--- config.mk ---
export PLATFORM = sky130hd
export DESIGN_NAME = ps2_led_ctrl
export DESIGN_NICKNAME = d
export VERILOG_FILES = /design/src/rtl/ps2_led_ctrl.sv
export SDC_FILE = /design/constraint.sdc
export NUM_CORES = 1
export LEC_CHECK = 0
export ABC_AREA = 1
export CORE_MARGIN = 3
export CORE_UTILIZATION = 49
export DETAILED_ROUTE_END_ITERATION = 10
export DONT_BUFFER_PORTS = 1
export MAX_ROUTING_LAYER = met4
export PLACE_DENSITY = 0.62
export SLEW_MARGIN = 20
export SYNTH_ARGS = -nofsm -noshare
export SYNTH_HDL_FRONTEND = slang
export SYNTH_SLANG_ARGS = --single-unit
--- constraint.sdc ---
create_clock -name clk -period 2.45 [get_ports clk]
set_clock_uncertainty 0.2 [all_clocks]
set_input_delay 0.3675 -clock clk [delete_from_list [all_inputs] [get_ports clk]]
set_output_delay 0.3675 -clock clk [all_outputs]
set_load 0.02 [all_outputs]
--- src/rtl/ps2_led_ctrl.sv ---
// ps2_led_ctrl
// Host-to-keyboard LED command sequencer. Sends the two-byte command ED,
// {00000, mask} over the open-drain PS/2 lines. After each byte it waits for
// the device FA acknowledge. A byte that fails is resent, up to MAX_RETRIES
// extra times.
//
// Ports:
//   clk, rst_n          system clock, synchronous active-low reset
//   led_mask, led_req   LED bits (0 scroll, 1 num, 2 caps) and one-cycle request
//   busy, done, error   command in flight / both bytes acked / retries exhausted
//   ps2_clk_i/data_i    raw line levels (asynchronous)
//   ps2_*_drive_low     1 pulls the corresponding line low, 0 releases it
//   rx_byte, rx_valid   decoded bytes from the PS/2 receive block
//   rx_gate             tells the receive block to ignore line activity
module ps2_led_ctrl #(
  parameter int INHIBIT_CYC     = 5000,
  parameter int BIT_TIMEOUT_CYC = 100000,
  parameter int ACK_TIMEOUT_CYC = 1000000,
  parameter int MAX_RETRIES     = 2
) (
  input  logic       clk,
  input  logic       rst_n,
  input  logic [2:0] led_mask,
  input  logic       led_req,
  output logic       busy,
  output logic       done,
  output logic       error,
  input  logic       ps2_clk_i,
  input  logic       ps2_data_i,
  output logic       ps2_clk_drive_low,
  output logic       ps2_data_drive_low,
  input  logic [7:0] rx_byte,
  input  logic       rx_valid,
  output logic       rx_gate
);

  typedef enum logic [2:0] {
    S_IDLE,
    S_INHIBIT,
    S_START,
    S_BITS,
    S_LINE_ACK,
    S_WAIT_RESP
  } state_t;

  localparam logic [31:0] INH_LAST  = 32'(INHIBIT_CYC - 1);
  localparam logic [31:0] INH_DATA  = 32'(INHIBIT_CYC - 2);
  localparam logic [31:0] BIT_LAST  = 32'(BIT_TIMEOUT_CYC - 1);
  localparam logic [31:0] ACK_LAST  = 32'(ACK_TIMEOUT_CYC - 1);
  localparam logic [7:0]  RETRY_MAX = 8'(MAX_RETRIES);

  state_t      r_state;
  logic [1:0]  r_clkSync;
  logic [1:0]  r_dataSync;
  logic        r_clkPrev;
  logic [31:0] r_cnt;
  logic [3:0]  r_bitCnt;
  logic [7:0]  r_txByte;
  logic [7:0]  r_retry;
  logic        r_byteIdx;
  logic [2:0]  r_mask;
  logic        r_pendValid;
  logic [2:0]  r_pendMask;

  logic w_clkFall;
  logic w_bitTimeout;
  logic w_ackTimeout;
  logic w_fail;

  // Decide whether the current attempt has failed this cycle. A falling
  // edge beats a bit timeout. A received byte beats an ACK timeout. The
  // comparisons use >= because an ignored byte can let the counter step
  // past the limit.
  always_comb begin
    w_clkFall    = r_clkPrev & ~r_clkSync[1];
    w_bitTimeout = (r_cnt >= BIT_LAST);
    w_ackTimeout = (r_cnt >= ACK_LAST);
    w_fail       = 1'b0;
    case (r_state)
      S_BITS:      w_fail = ~w_clkFall & w_bitTimeout;
      S_LINE_ACK:  w_fail = w_clkFall ? r_dataSync[1] : w_bitTimeout;
      S_WAIT_RESP: w_fail = rx_valid ? (rx_byte == 8'hFE) : w_ackTimeout;
      default:     w_fail = 1'b0;
    endcase
  end

  // Line synchronizers, the command FSM and all registered outputs.
  // A failed attempt is handled ahead of the per-state logic.
  // The INHIBIT state pulls data low one cycle before it releases the
  // clock, so the device sees the request-to-send start condition.
  always_ff @(posedge clk) begin
    if (!rst_n) begin
      r_state            <= S_IDLE;
      r_clkSync          <= 2'b00;
      r_dataSync         <= 2'b00;
      r_clkPrev          <= 1'b0;
      r_cnt              <= 32'd0;
      r_bitCnt           <= 4'd0;
      r_txByte           <= 8'd0;
      r_retry            <= 8'd0;
      r_byteIdx          <= 1'b0;
      r_mask             <= 3'd0;
      r_pendValid        <= 1'b0;
      r_pendMask         <= 3'd0;
      busy               <= 1'b0;
      done               <= 1'b0;
      error              <= 1'b0;
      ps2_clk_drive_low  <= 1'b0;
      ps2_data_drive_low <= 1'b0;
      rx_gate            <= 1'b0;
    end else begin
      r_clkSync  <= {r_clkSync[0], ps2_clk_i};
      r_dataSync <= {r_dataSync[0], ps2_data_i};
      r_clkPrev  <= r_clkSync[1];
      done       <= 1'b0;
      error      <= 1'b0;

      if (led_req && r_state != S_IDLE) begin
        r_pendValid <= 1'b1;
        r_pendMask  <= led_mask;
      end

      if (w_fail) begin
        if (r_retry < RETRY_MAX) begin
          r_retry            <= r_retry + 8'd1;
          r_state            <= S_INHIBIT;
          r_cnt              <= 32'd0;
          ps2_clk_drive_low  <= 1'b1;
          ps2_data_drive_low <= 1'b0;
          rx_gate            <= 1'b1;
        end else begin
          error              <= 1'b1;
          r_state            <= S_IDLE;
          busy               <= 1'b0;
          ps2_clk_drive_low  <= 1'b0;
          ps2_data_drive_low <= 1'b0;
          rx_gate            <= 1'b0;
        end
      end else begin
        case (r_state)
          S_IDLE: begin
            // A new request wins over the pending slot; both carry the newest mask.
            if (led_req || r_pendValid) begin
              r_mask             <= led_req ? led_mask : r_pendMask;
              r_pendValid        <= 1'b0;
              r_byteIdx          <= 1'b0;
              r_txByte           <= 8'hED;
              r_retry            <= 8'd0;
              r_cnt              <= 32'd0;
              r_state            <= S_INHIBIT;
              busy               <= 1'b1;
              ps2_clk_drive_low  <= 1'b1;
              ps2_data_drive_low <= 1'b0;
              rx_gate            <= 1'b1;
            end
          end

          S_INHIBIT: begin
            if (r_cnt == INH_LAST) begin
              r_state            <= S_START;
              r_cnt              <= 32'd0;
              ps2_clk_drive_low  <= 1'b0;
              ps2_data_drive_low <= 1'b1;
            end else begin
              if (r_cnt == INH_DATA) begin
                ps2_data_drive_low <= 1'b1;
              end
              r_cnt <= r_cnt + 32'd1;
            end
          end

          S_START: begin
            r_bitCnt <= 4'd0;
            r_cnt    <= 32'd0;
            r_state  <= S_BITS;
          end

          S_BITS: begin
            // r_bitCnt counts the edges already seen: 0-7 data (LSB first),
            // 8 odd parity, 9 stop.
            if (w_clkFall) begin
              r_cnt    <= 32'd0;
              r_bitCnt <= r_bitCnt + 4'd1;
              if (r_bitCnt < 4'd8) begin
                ps2_data_drive_low <= ~r_txByte[r_bitCnt[2:0]];
              end else if (r_bitCnt == 4'd8) begin
                ps2_data_drive_low <= ^r_txByte;
              end else begin
                ps2_data_drive_low <= 1'b0;
                r_state            <= S_LINE_ACK;
              end
            end else begin
              r_cnt <= r_cnt + 32'd1;
            end
          end

          S_LINE_ACK: begin
            // The no-ack case is caught by w_fail, so a falling edge here
            // means the device pulled data low.
            if (w_clkFall) begin
              r_state <= S_WAIT_RESP;
              r_cnt   <= 32'd0;
              rx_gate <= 1'b0;
            end else begin
              r_cnt <= r_cnt + 32'd1;
            end
          end

          S_WAIT_RESP: begin
            if (rx_valid && rx_byte == 8'hFA) begin
              if (!r_byteIdx) begin
                r_txByte          <= {5'b00000, r_mask};
                r_byteIdx         <= 1'b1;
                r_retry           <= 8'd0;
                r_cnt             <= 32'd0;
                r_state           <= S_INHIBIT;
                ps2_clk_drive_low <= 1'b1;
                rx_gate           <= 1'b1;
              end else begin
                done    <= 1'b1;
                busy    <= 1'b0;
                r_state <= S_IDLE;
              end
            end else begin
              r_cnt <= r_cnt + 32'd1;
            end
          end

          default: begin
            r_state            <= S_IDLE;
            busy               <= 1'b0;
            ps2_clk_drive_low  <= 1'b0;
            ps2_data_drive_low <= 1'b0;
            rx_gate            <= 1'b0;
          end
        endcase
      end
    end
  end

endmodule

**Run 1: routing congestion map**

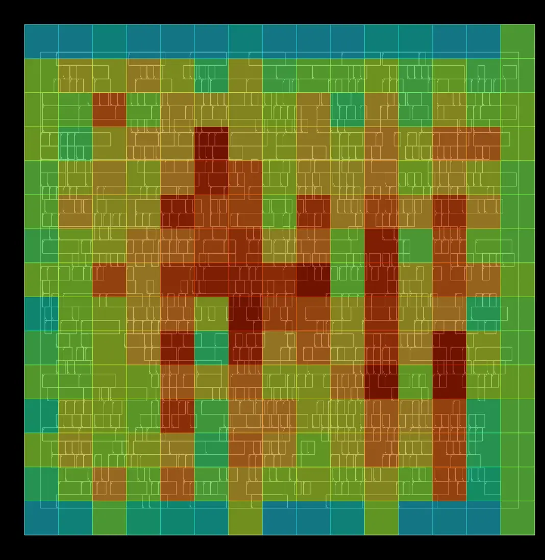
GR Util met1: 28.71%
Util after Layout: 61.01%
GRT met2 Usage: 44.63%
Total GRT Usage: 25.35%
GR Util met3: 4.726%

**Run 1: local utilization**

The die is cut into 10 by 10 equal tiles; white is low, dark blue is high, 0 to 100% covered.
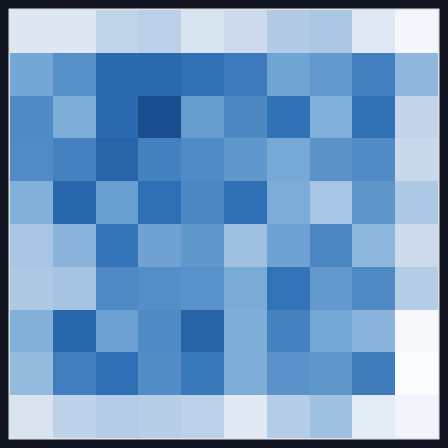
tiles over 75% full = 8.0%
mean over tiles = 50%
emptiest ninth of the die = lower right
placeable core region: 0.008976 sq mm
starting density of the core: 51.92%

**Run 1: metal layers overlaid**

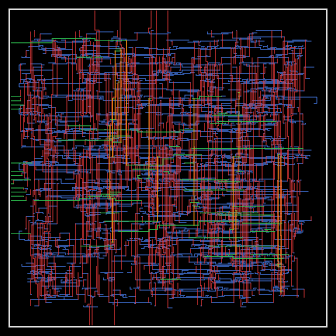
M1 -> blue  # wire length 5,680 microns
M3 -> green  # wire length 655 microns
M4 -> orange  # wire length 401 microns
M2 -> red  # wire length 6,580 microns
WL/cell: 13.84 microns
routed via count: 4,941
total routed wirelength: 13,320 microns

==> qor.csv, run 1 <==
stage,metric,value,unit
outcome,status,finished clean,
clock_tree,max-clock-path-buffers,2,
clock_tree,cts_tree,built,
final_timing,fmax,429.1,MHz
yosys,synth_warnings,0,
power_and_ir_drop,ir_worst_vdd,0.6217,mV
drt,drcViolationCount,0,
final_timing,finalClockPeriodUsage,95.13,%
final_timing,final.setup.tns,0,ns
drt,wl_met1,5683,microns
global_route,antenna_found_initial,0,
clock_tree,clkTransAtPathRegs,0.09,ns
floorplan,row_count,34,
final_timing,fin_crit,2.331,ns
critical_path,crit_required,2.50,ns
drt,antenna_left,0,
yosys,synth_area,0.004661,sq mm
floorplan,die-area,0.01072,sq mm
critical_path,critical_path.endpoint,r_retry[6],
run,drv_cap,0,
yosys,netlist_instances,790,
drt,drtIter0Drc,257,
critical_path,cp_max_fo,10,
worst_hold_path,hold_start,rst_n,
critical_path,cp-startpoint,r_state[2],
layout,fillers,902,
drt,via_per_inst,5.136,
floorplan,ioPinCount,23,
place,io_buffers,0,
global_route,overflow,0,
drt,wl_met3,655,microns
layout,nets,854,
critical_path,r2r-end,r_retry[6],
floorplan,die_w,103.5,microns
final_timing,hold_violations,0,
drt,top_layer,met4,
drt,dr.pass1.iters,5,
worst_hold_path,min_path_type,input port to flop,
place,dp_hpwl,9779,microns
place,place_ws,0.06696,ns
clock_tree,root_buffer,clkbuf_8,
yosys,avgSynthCellArea,5.900,sq um
critical_path,timing_worst_setup_path_type,flop to flop,
worst_hold_path,holdPathEnd,r_txByte[6],
run,warnings,30,
critical_path,critPathArrivalTime,2.38,ns
power_and_ir_drop,total_leakage_power,2.613,nW
critical_path,start_kind,flop,
drt,route.met2.wl,6576,microns
clock_tree,h-tree-depth,3,
critical_path,crit_path_end_kind,flop,
final_timing,setup_ws,0.1193,ns
layout,area_growth,17.50,%
critical_path,timing.rr.start,r_state[2],
yosys,ys_types,33,
global_route,grt_pass1_vias,4711,
critical_path,reg2regPathDepth,12,
yosys,ys_seq_share,30.07,%
clock_tree,numClockSinks,70,
layout,n_antenna_cell,0,
clock_tree,cts_made_buffers,9,
yosys,ys_cells,790,
worst_hold_path,min_delay_path_depth,2,
final_timing,final_max_slew_viol_count,0,
final_timing,setup_viol,0,
global_route,grt_pass1_wl,21760,microns
layout,final_layout_size_suffix_gt1_share,14.11,%
yosys,synth_flops,70,
floorplan,die_h,103.5,microns
final_timing,hold_slack,0.01047,ns
final_timing,tightestPinTransition,0.3859,ns
yosys,yosysChipArea,0.004661,sq mm
power_and_ir_drop,total_power,5.655,mW
critical_path,r2r_slack,0.12,ns
clock_tree,clock_latency,0.36,ns
yosys,syn_nets,812,
final_timing,slew_headroom,74.03,%
power_and_ir_drop,powerDensity,1033,mW/mm^2
global_route,grt_max_degree,42,
place,gp_congestion,1.022,
## run 1: cell type report
type / instances / area (sq um) / share of cell area [%]
inverters: 109 / 411.6 / 7.517
repair buffers: 52 / 491.7 / 8.979
multi-input cells: 590 / 2811 / 51.34
clock inverters: 5 / 58.81 / 1.074
clock buffers: 10 / 137.6 / 2.513
well taps: 126 / 157.7 / 2.879
flip-flops and latches: 70 / 1408 / 25.70
## run 1: state kept, by name, indices dropped and copies added (netlist names), 2 cells and up
| name | count |
|---|---|
| r_state | 3 |
| r_mask | 3 |
| r_pendMask | 3 |
| r_dataSync | 2 |
| r_clkSync | 2 |
| r_retry | 8 |
| r_cnt | 32 |
| r_txByte | 4 |
| r_bitCnt | 4 |
## run 1: worst max-delay path, cell delays in order, from the launching register on
cell and delay, ns:
dfxtp_1 0.52, nand2_1 0.17, nor2_4 0.12, inv_2 0.06, a21oi_1 0.24, nand2_4 0.14
nand2_8 0.11, inv_2 0.04, buf_4 0.18, o21ai_2 0.17, nand2_4 0.14, nand2_2 0.10
a21oi_2 0.04
## run 1: report_power, final
part           internal [mW]  switching, mW
Sequential              1.44          0.325
Combinational           1.12           1.79
Clock                  0.495          0.483
Total                   3.05           2.60
## run 1: placed cells by master (no fill, tap or decap), types with 10 or more instances in the layout
master and instances:
a21oi_1 26, buf_4 36, clkbuf_8 10, dfxtp_1 65, inv_1 99, nand2_1 225, nand3_1 49, nand4_1 21
nor2_1 152, nor2_2 18, nor3_1 12, o21ai_0 19, xor2_1 16
## run 1: timing repair
| action | CTS | global route |
|---|---|---|
| buffers inserted | 0 | 10 |
| hold endpoints to repair | 48 | 0 |
| gates resized | 0 | 31 |
| hold buffers | 10 | 0 |
| endpoints found under the setup margin | 0 | 46 |
## run 1: cell usage after synthesis, drive strengths merged
cell type,count,area share (%)
a311oi,1,0.19
nand3,51,5.5
a211oi,2,0.32
clkinv,1,0.080
nand2,237,20
nor3,14,1.7
buf,17,2.3
ha,5,1.3
a221oi,1,0.19
xor2,16,3.0
clkbuf,5,0.40
nor4,5,0.67
nand4,21,2.8
a21oi,29,3.1
or2,1,0.13
dfxtp,70,30
o21ai,22,2.5
a31oi,4,0.54
o211ai,3,0.48
inv,108,8.7
nor2,175,16
o21bai,2,0.32
## run 1: per-stage QoR
stage                     cells  area, sq um
final                       962         5477
after global routing        962         5477
after CTS                   950         5243
after detailed placement    925         4936
after global placement      925         4936
after floorplan             790         4661
## run 1: per-layer routing
| metal | vias to the layer above | global-route usage [%] |
|---|---|---|
| li1 | 2543 | - |
| met1 | 2232 | 28.71 |
| met2 | 130 | 44.63 |
| met3 | 36 | 4.726 |
| met4 | 0 | 9.402 |
| met5 | - | - |
## run 1: cells by family (layout without fill, tap and decap cells)
group / after synthesis / count (layout) / synth area share [%]
compound gates: 64 / 64 / 7.678
xor+xnor: 16 / 16 / 3.007
buf+inv: 131 / 176 / 11.52
simple gates: 504 / 505 / 46.39
fa+ha+maj: 5 / 5 / 1.342
flops: 70 / 70 / 30.07
**Run 1: logic cells by family**

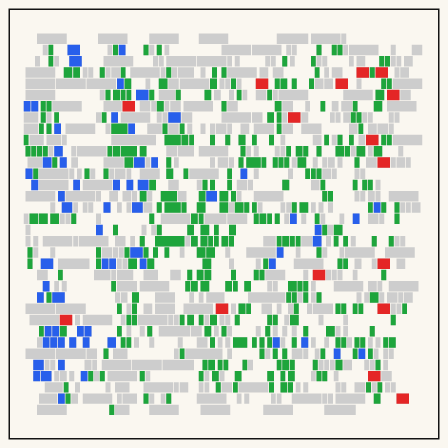

==> run 1 -> run 2 <==
--- a/config.mk
+++ b/config.mk
@@ -7,11 +7,11 @@
 export LEC_CHECK = 0
 export ABC_AREA = 1
 export CORE_MARGIN = 3
-export CORE_UTILIZATION = 49
+export CORE_UTILIZATION = 30
 export DETAILED_ROUTE_END_ITERATION = 10
 export DONT_BUFFER_PORTS = 1
 export MAX_ROUTING_LAYER = met4
-export PLACE_DENSITY = 0.62
+export PLACE_DENSITY = 0.42
 export SLEW_MARGIN = 20
 export SYNTH_ARGS = -nofsm -noshare
 export SYNTH_HDL_FRONTEND = slang
**Run 2: logic cells by family**

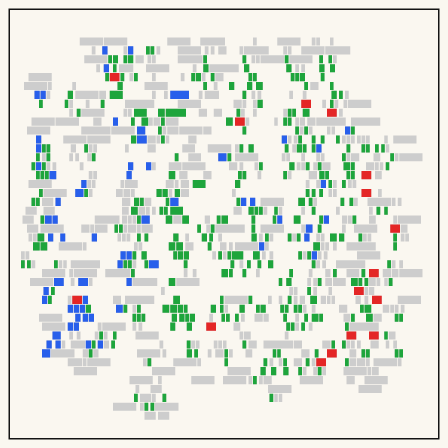
aoi and oai cells -> blue  # cells 64
xor and xnor cells -> red  # cells 16
nand cells -> green  # cells 309
Comb/total area: 49.17%
most numerous logic cell after layout: nand2_1
fin cells: 1,028

==> run 2 against run 1 <==
Effect of this change:
- worst setup slack got worse by 0.029 ns
- clock power increased by 22%
- routed wire length increased by 10%
- critical path type unchanged
- fmax decreased by 1.2%
- power increased by 6.5%
- final cell count increased by 6.9%
- design area increased by 4.1%
- non-clock buffer count increased by 9
- sequential power about the same
==> qor.csv, run 2 <==
stage,metric,value,unit,change
critical_path,cp_slowest_cell,dfxtp_1,,
drt,drcViolationCount,0,,unchanged
layout,largest-register,r_cnt,,
worst_hold_path,min_path_type,input port to flop,,
outcome,status,finished clean,,
clock_tree,h-tree-depth,3,,unchanged
floorplan,die_h,130.6,microns,+26%
yosys,synth_top_flop_cell,dfxtp_1,,
floorplan,fp-utilization,31.36,%,-21 points
final_timing,final_max_slew_viol_count,0,,unchanged
critical_path,reg2regPathDepth,13,,+1
yosys,yosys-top-cells-count,"nand2_1, nor2_1, inv_1",,
final_timing,hold_violations,0,,unchanged
power_and_ir_drop,powerDensity,1056,mW/mm^2,+2.3%
yosys,async_flop_share,0,%,unchanged
layout,final_layout_size_suffix_gt1_share,15.05,%,+0.93 points
yosys,area_leaders,"dfxtp_1, nand2_1, nor2_1, inv_1, nand3_1",,
floorplan,die_w,130.6,microns,+26%
floorplan,row_count,44,,+29%
yosys,yosysChipArea,0.004661,sq mm,unchanged
final_timing,slew_headroom,67.87,%,-6.2 points
critical_path,cp_max_fo,8,,-2
yosys,netlist_instances,790,,unchanged
critical_path,cpPeakStageDelay,0.31,ns,-0.21 ns
drt,postRouteWirelength,14660,microns,+10%
final_timing,hold_slack,0.04244,ns,+0.03197 ns
yosys,ys_seq_share,30.07,%,unchanged
critical_path,crit_required,2.48,ns,-0.02 ns
final_timing,fmax,423.8,MHz,-1.2%
yosys,yosysTopAreaCell,dfxtp_1,,
global_route,grt_pass1_wl,23610,microns,+8.5%
critical_path,critPathArrivalTime,2.39,ns,about the same
clock_tree,max-clock-path-buffers,2,,unchanged
place,gp_congestion,0.8787,,-14%
drt,antenna_left,0,,unchanged
critical_path,path_cells,or2_1 -> nor2_2 -> nand3_2 -> nor2_2 -> nand2_2 -> nand2_2 -> nand2_4 -> buf_12 -> a21oi_4 -> nand2_4 -> clkbuf_16 -> nor2_1 -> nor2_1,,
global_route,antenna_found_initial,0,,unchanged
yosys,ys_cells,790,,unchanged
layout,design_area,0.005703,sq mm,+4.1%
drt,drtIter0Drc,322,,+25%
critical_path,crit_path_end_kind,flop,,
global_route,grt_max_degree,42,,unchanged
floorplan,ioPinCount,23,,unchanged
yosys,synth_area,0.004661,sq mm,unchanged
final_timing,finalClockPeriodUsage,96.31,%,+1.2 points
yosys,synth.top_cell.area_share,30.07,%,unchanged
yosys,syn_nets,812,,unchanged
drt,via_per_inst,4.805,,-6.4%
yosys,ys_types,33,,unchanged
power_and_ir_drop,ir_worst_vdd,0.4950,mV,-20%
yosys,synth_flops,70,,unchanged
run,warnings,28,,-6.7%
drt,wire_per_inst,14.26,microns,+3.0%
final_timing,fin_crit,2.360,ns,+0.02893 ns
drt,vias,4940,,-0.020%
run,drv_cap,0,,unchanged
clock_tree,clock_latency,0.35,ns,about the same
layout,fillers,1632,,+81%
worst_hold_path,min_delay_path_depth,2,,unchanged
floorplan,die-area,0.01707,sq mm,+59%
layout,area_growth,22.36,%,
global_route,grt_pass1_vias,4804,,+2.0%
layout,n_antenna_cell,0,,unchanged
drt,dr.pass1.iters,5,,unchanged
layout,nets,862,,+0.94%
final_timing,setup_viol,0,,unchanged
place,dp_hpwl,11010,microns,+13%
clock_tree,cts_made_buffers,9,,unchanged
yosys,synth_warnings,0,,unchanged
yosys,enable_flop_cells,0,,unchanged
global_route,grt_util_all_layers,18.33,%,-7.0 points
clock_tree,clkTransAtPathRegs,0.06,ns,-0.03 ns
clock_tree,cts_tree,built,,
power_and_ir_drop,total_leakage_power,2.677,nW,+2.4%
power_and_ir_drop,total_power,6.023,mW,+6.5%
critical_path,timing_worst_setup_path_type,flop to flop,,
yosys,most_common_cell,nand2_1,,
layout,mostFrequentLayoutCells,"nand2_1, nor2_1, inv_1",,
layout,reg.largest.list,"r_cnt x32, r_retry x8",,
layout,largest_reg_flops,32,,unchanged
global_route,overflow,0,,unchanged
final_timing,tightestPinTransition,0.4801,ns,+0.09420 ns
yosys,avgSynthCellArea,5.900,sq um,unchanged
place,io_buffers,0,,unchanged
place,place_area,0.005101,sq mm,+3.3%
clock_tree,root_buffer,clkbuf_16,,
critical_path,start_kind,flop,,
floorplan,core,0.01486,sq mm,+66%
clock_tree,numClockSinks,70,,unchanged
-- run 2: cell counts after synthesis --
Identical to the previous run, type by type.
-- run 2: cell families (layout without fill, tap and decap cells) --
logic type | count (synthesis) | in the layout | share of synthesized area [%]
AOI/OAI and AO/OA | 64 | 64 | 7.678
xor gates and xnor gates | 16 | 16 | 3.007
adders and majority gates | 5 | 5 | 1.342
buffers and inverters | 131 | 185 | 11.52
DFF | 70 | 70 | 30.07
and+or+nand+nor | 504 | 504 | 46.39
-- run 2: worst paths after layout --
path                      from                 to  slack (ns)
hold reg to reg   r_clkSync[0]       r_clkSync[1]        0.21
hold / removal           rst_n  ps2_clk_drive_low        0.04
setup reg to reg     r_cnt[20]          r_cnt[26]        0.09
setup / recovery     r_cnt[20]          r_cnt[26]        0.09
-- run 2: timing repair --
action | CTS | global route
gates resized | 0 | 33
hold buffers | 10 | 0
setup endpoints to repair | 0 | 49
endpoints found under the hold margin | 48 | 0
buffers inserted | 0 | 8
-- run 2: per-layer routing --
layer  track usage [%]  vias up  wire [microns]  share of wire (%)
li1                  -     2552               -                  -
met1             20.87     2283            6488                 44
met2             31.25       84            7207                 49
met3             4.797       21             618                4.2
met4             6.231        0             344                2.3
met5                 -        -               0                  0
-- run 2: metrics by stage --
stage	util (%)	cells	TNS, ns	setup slack (ns)
after floorplan	-	790	0	0.3579
after global placement	34.32	992	0	0.1060
after detailed placement	34.32	992	0	0.06175
after CTS	36.79	1017	0	0.04773
after global routing	38.37	1028	-0.2815	-0.03203
final	38.37	1028	0	0.09038
-- run 2: area by class of cell --
cell class / count / area [sq um] / area share [%]
tap: 184 / 230.2 / 4.037
clock inverter: 4 / 25.02 / 0.4388
inverter: 109 / 411.6 / 7.218
sequential: 70 / 1410 / 24.73
timing repair buffer: 61 / 589.3 / 10.33
multi-input combinational: 589 / 2804 / 49.17
clock buffer: 11 / 232.7 / 4.081
-- run 2: worst max-delay path: cells and delay by family (launching register included) --
kind,cells,cell delay [ns]
DFF,1,0.31
buffers and inverters,2,0.33
and+or+nand+nor,10,1.18
AOI/OAI and AO/OA,1,0.21
-- run 2: power breakdown --
| group | internal, mW | switching (mW) | total, mW |
|---|---|---|---|
| Sequential | 1.45 | 0.321 | 1.77 |
| Combinational | 1.24 | 1.83 | 3.07 |
| Clock | 0.676 | 0.510 | 1.19 |
**Run 2: signal wires on met2**

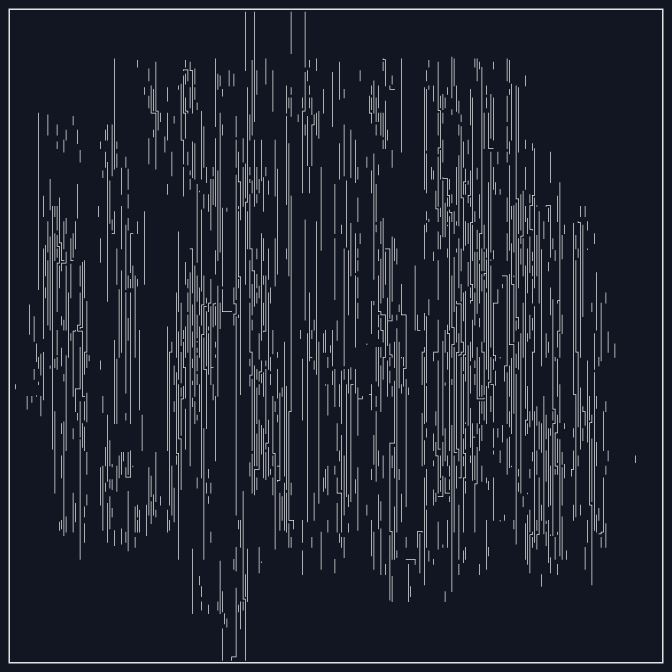

==> run 2 -> run 3 <==
--- a/config.mk
+++ b/config.mk
@@ -5,7 +5,6 @@
 export SDC_FILE = /design/constraint.sdc
 export NUM_CORES = 1
 export LEC_CHECK = 0
-export ABC_AREA = 1
 export CORE_MARGIN = 3
 export CORE_UTILIZATION = 30
 export DETAILED_ROUTE_END_ITERATION = 10
**Run 3: signal wires on met2**

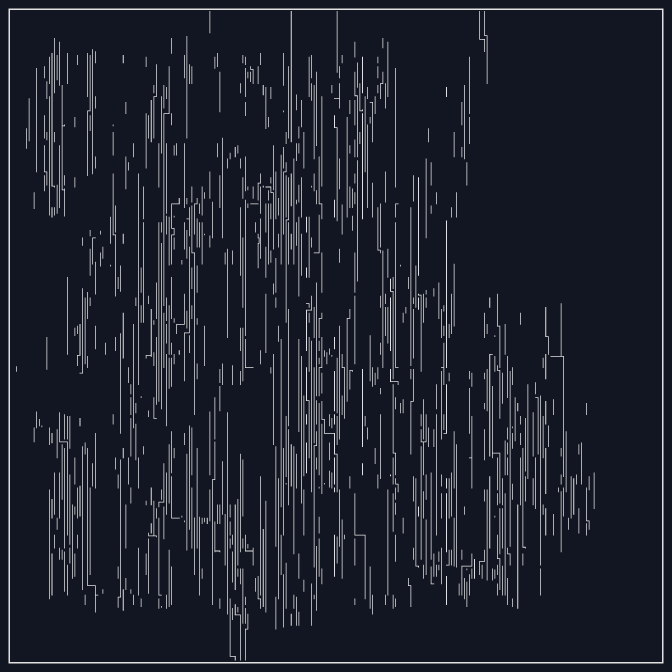
share of all routed wire = 44%
main direction = vertical
longest straight run = 38.1 microns
nets with wire on the layer = 458
total routed wirelength: 11,560 microns
routed via count: 3,710
GRT met2 Usage: 24.25%

==> run 3 against run 2 <==
Effect of this change:
- worst setup slack got worse by 0.062 ns
- critical path depth decreased by 5
- design area fell by 14%
- count of clock-buffer cells in the layout shrank 1
- final cell count decreased by 33%
- critical endpoint is now r_cnt[5]
- largest cell class unchanged
- largest power group is now registers
==> qor.csv, run 3 <==
stage,metric,value,unit,change
final_timing,slew_headroom,61.03,%,-6.8 points
clock_tree,numClockSinks,70,,unchanged
clock_tree,clock_latency,0.35,ns,about the same
yosys,ys_seq_share,37.35,%,+7.3 points
final_timing,setup_ws,0.02814,ns,-0.06224 ns
final_timing,final_max_slew_viol_count,0,,unchanged
power_and_ir_drop,ir_worst_vdd,0.4685,mV,-5.4%
final_timing,fmax,412.9,MHz,-2.6%
yosys,synth_flops,70,,unchanged
clock_tree,h-tree-depth,3,,unchanged
yosys,most_common_cell,dfxtp_1,,
yosys,avgSynthCellArea,8.140,sq um,+38%
global_route,grt_max_degree,32,,-24%
outcome,status,finished clean,,
floorplan,row_count,40,,-9.1%
global_route,antenna_found_initial,0,,unchanged
layout,area_growth,30.11,%,
yosys,synth_top_flop_cell,dfxtp_1,,
global_route,grt_pass1_wl,17920,microns,-24%
worst_hold_path,min_path_type,input port to flop,,
yosys,ys_cells,461,,-42%
layout,flop_area,0.001405,sq mm,-0.35%
drt,dr.pass1.iters,5,,unchanged
floorplan,ioPinCount,23,,unchanged
place,io_buffers,0,,unchanged
power_and_ir_drop,powerDensity,789.2,mW/mm^2,-25%
critical_path,critPathArrivalTime,2.46,ns,+0.07 ns
yosys,async_flop_share,0,%,unchanged
layout,fillers,1294,,-21%
floorplan,core,0.01211,sq mm,-19%
yosys,synthSimpleGateAreaFrac,29.34,%,-17 points
layout,reg.largest.list,"r_cnt x32, r_retry x8",,
power_and_ir_drop,total_power,3.853,mW,-36%
layout,final_util,40.31,%,+1.9 points
place,dp_hpwl,8016,microns,-27%
run,warnings,30,,+7.1%
yosys,yosys-top-cells-count,"dfxtp_1, nor2_1, nand2_1",,
yosys,area_leaders,"dfxtp_1, a221o_1, nor3_1, nor2_1, nand2_1",,
layout,final_common_cell,dfxtp_1,,
layout,largest-register,r_cnt,,
yosys,synth.area.mux_share,1.067,%,+1.1 points
critical_path,crit_required,2.48,ns,about the same
drt,wire_per_inst,16.72,microns,+17%
critical_path,timing_worst_setup_path_type,flop to flop,,
final_timing,hold_violations,0,,unchanged
critical_path,crit_path_end_kind,flop,,
yosys,synth_adder_area_share,1.667,%,+0.32 points
drt,drcViolationCount,0,,unchanged
yosys,synth.top_cell.area_share,37.35,%,+7.3 points
critical_path,start_kind,flop,,
yosys,synth_area,0.003752,sq mm,-19%
yosys,enable_flop_cells,0,,unchanged
critical_path,cp_max_fo,8,,unchanged
drt,via_per_inst,5.369,,+12%
floorplan,die_w,117.8,microns,-9.8%
clock_tree,max-clock-path-buffers,2,,unchanged
floorplan,die-area,0.01389,sq mm,-19%
global_route,overflow,0,,unchanged
yosys,synth_warnings,0,,unchanged
final_timing,rsz0062_at_grt,true,,
layout,final_layout_size_suffix_gt1_share,22.18,%,+7.1 points
global_route,grt_util_all_layers,16.58,%,-1.8 points
yosys,ys_types,61,,+85%
yosys,yosysTopAreaCell,dfxtp_1,,
floorplan,fp-utilization,30.98,%,-0.37 points
yosys,syn_nets,483,,-41%
layout,nets,540,,-37%
global_route,grt_pass1_vias,3436,,-28%
run,drv_cap,0,,unchanged
drt,drtIter0Drc,184,,-43%
place,gp_congestion,0.8383,,-4.6%
final_timing,final.setup.tns,0,ns,unchanged
layout,mostFrequentLayoutCells,"dfxtp_1, buf_4, nand2_1",,
yosys,synthTopLogicFamily,simple AND/OR/NAND/NOR gates,,
layout,largest_reg_flops,32,,unchanged
clock_tree,cts_made_buffers,9,,unchanged
final_timing,setup_viol,0,,unchanged
yosys,ys_sh_xor,2.568,%,-0.44 points
floorplan,die_h,117.8,microns,-9.8%
yosys,yosysChipArea,0.003752,sq mm,-19%
clock_tree,cts_tree,built,,
layout,logic_area,0.002236,sq mm,-20%
place,place_ws,-0.06723,ns,-0.1290 ns
layout,n_antenna_cell,0,,unchanged
power_and_ir_drop,total_leakage_power,1.865,nW,-30%
final_timing,finalClockPeriodUsage,98.85,%,+2.5 points
yosys,netlist_instances,461,,-42%
final_timing,fin_crit,2.422,ns,+0.06224 ns
final_timing,tightestPinTransition,0.5827,ns,+0.1025 ns
clock_tree,clkTransAtPathRegs,0.06,ns,about the same
drt,antenna_left,0,,unchanged
clock_tree,root_buffer,clkbuf_16,,
yosys,synthAoiAreaFrac,22.17,%,+14 points
-- run 3: netlist changes by cell type after synthesis, moves of 10 or more --
cell / delta
a221o_1: +21
a22o_1: +10
and3_1: +13
inv_1: -84
nand2_1: -187
nand3_1: -30
nand4_1: -10
nor2_1: -113
nor2_2: -12
nor3_1: +23
o21ai_0: -12
-- run 3: where the power goes --
group | total (mW) | leakage, nW | switching [mW] | internal [mW]
combinational | 1.26 | 1.17 | 0.750 | 0.514
sequential | 1.33 | 0.569 | 0.0904 | 1.24
clock | 1.26 | 0.127 | 0.546 | 0.716
total | 3.85 | 1.86 | 1.39 | 2.47
-- run 3: through the flow --
step	cells	area, sq um	hold WS (ns)
CTS	686	4705	0.02859
floorplan	461	3752	0.2119
detailed placement	662	4323	0.2243
global route	691	4882	0.03910
global placement	662	4323	0.2335
finish	691	4882	0.03857
-- run 3: area by class of cell --
class,instances,share of cell area [%]
repair buffers,79,14.10
multi-input cells,343,45.80
inverters,15,1.153
well taps,168,4.305
clock buffers,10,4.895
clock inverters,6,0.9739
flip-flops and latches,70,28.78
-- run 3: cells by family after synthesis --
family	after synthesis
AOI/OAI and AO/OA	107
muxes	4
xor gates and xnor gates	11
DFF	70
adders and majority gates	5
and+or+nand+nor	216
buffers and inverters	48
-- run 3: critical path: stages, from the launching register on --
cell,delay [ns]
dfxtp_2,0.33
nor4_2,0.26
buf_4,0.16
and4_4,0.23
a32o_2,0.27
a31oi_4,0.12
o21a_4,0.26
clkbuf_16,0.18
a221o_1,0.31
-- run 3: worst paths after layout --
check,startpoint,endpoint,slack (ns),cells past startpoint
setup / recovery,r_cnt[23],r_cnt[5],0.03,8
setup reg to reg,r_cnt[23],r_cnt[5],0.03,8
hold reg to reg,r_clkSync[0],r_clkSync[1],0.25,1
hold / removal,rst_n,r_retry[2],0.04,2
-- run 3: layer usage --
metal | global-route usage, % | wire, microns | up-vias
met2 | 24.25 | 5098 | 66
met3 | 4.421 | 524 | 21
met1 | 22.22 | 5727 | 1790
li1 | - | - | 1833
met4 | 5.568 | 204 | 0
met5 | - | 0 | -
-- run 3: repair_timing --
action                                 in CTS  in global routing
setup endpoints to repair                  21                 37
gates resized                               3                 22
cloned                                      0                  3
pin swaps                                   2                 35
endpoints found under the hold margin      19                  0
hold buffers                                8                  0
setup buffers                               0                  2
Power is estimated from default activity; no workload was simulated.
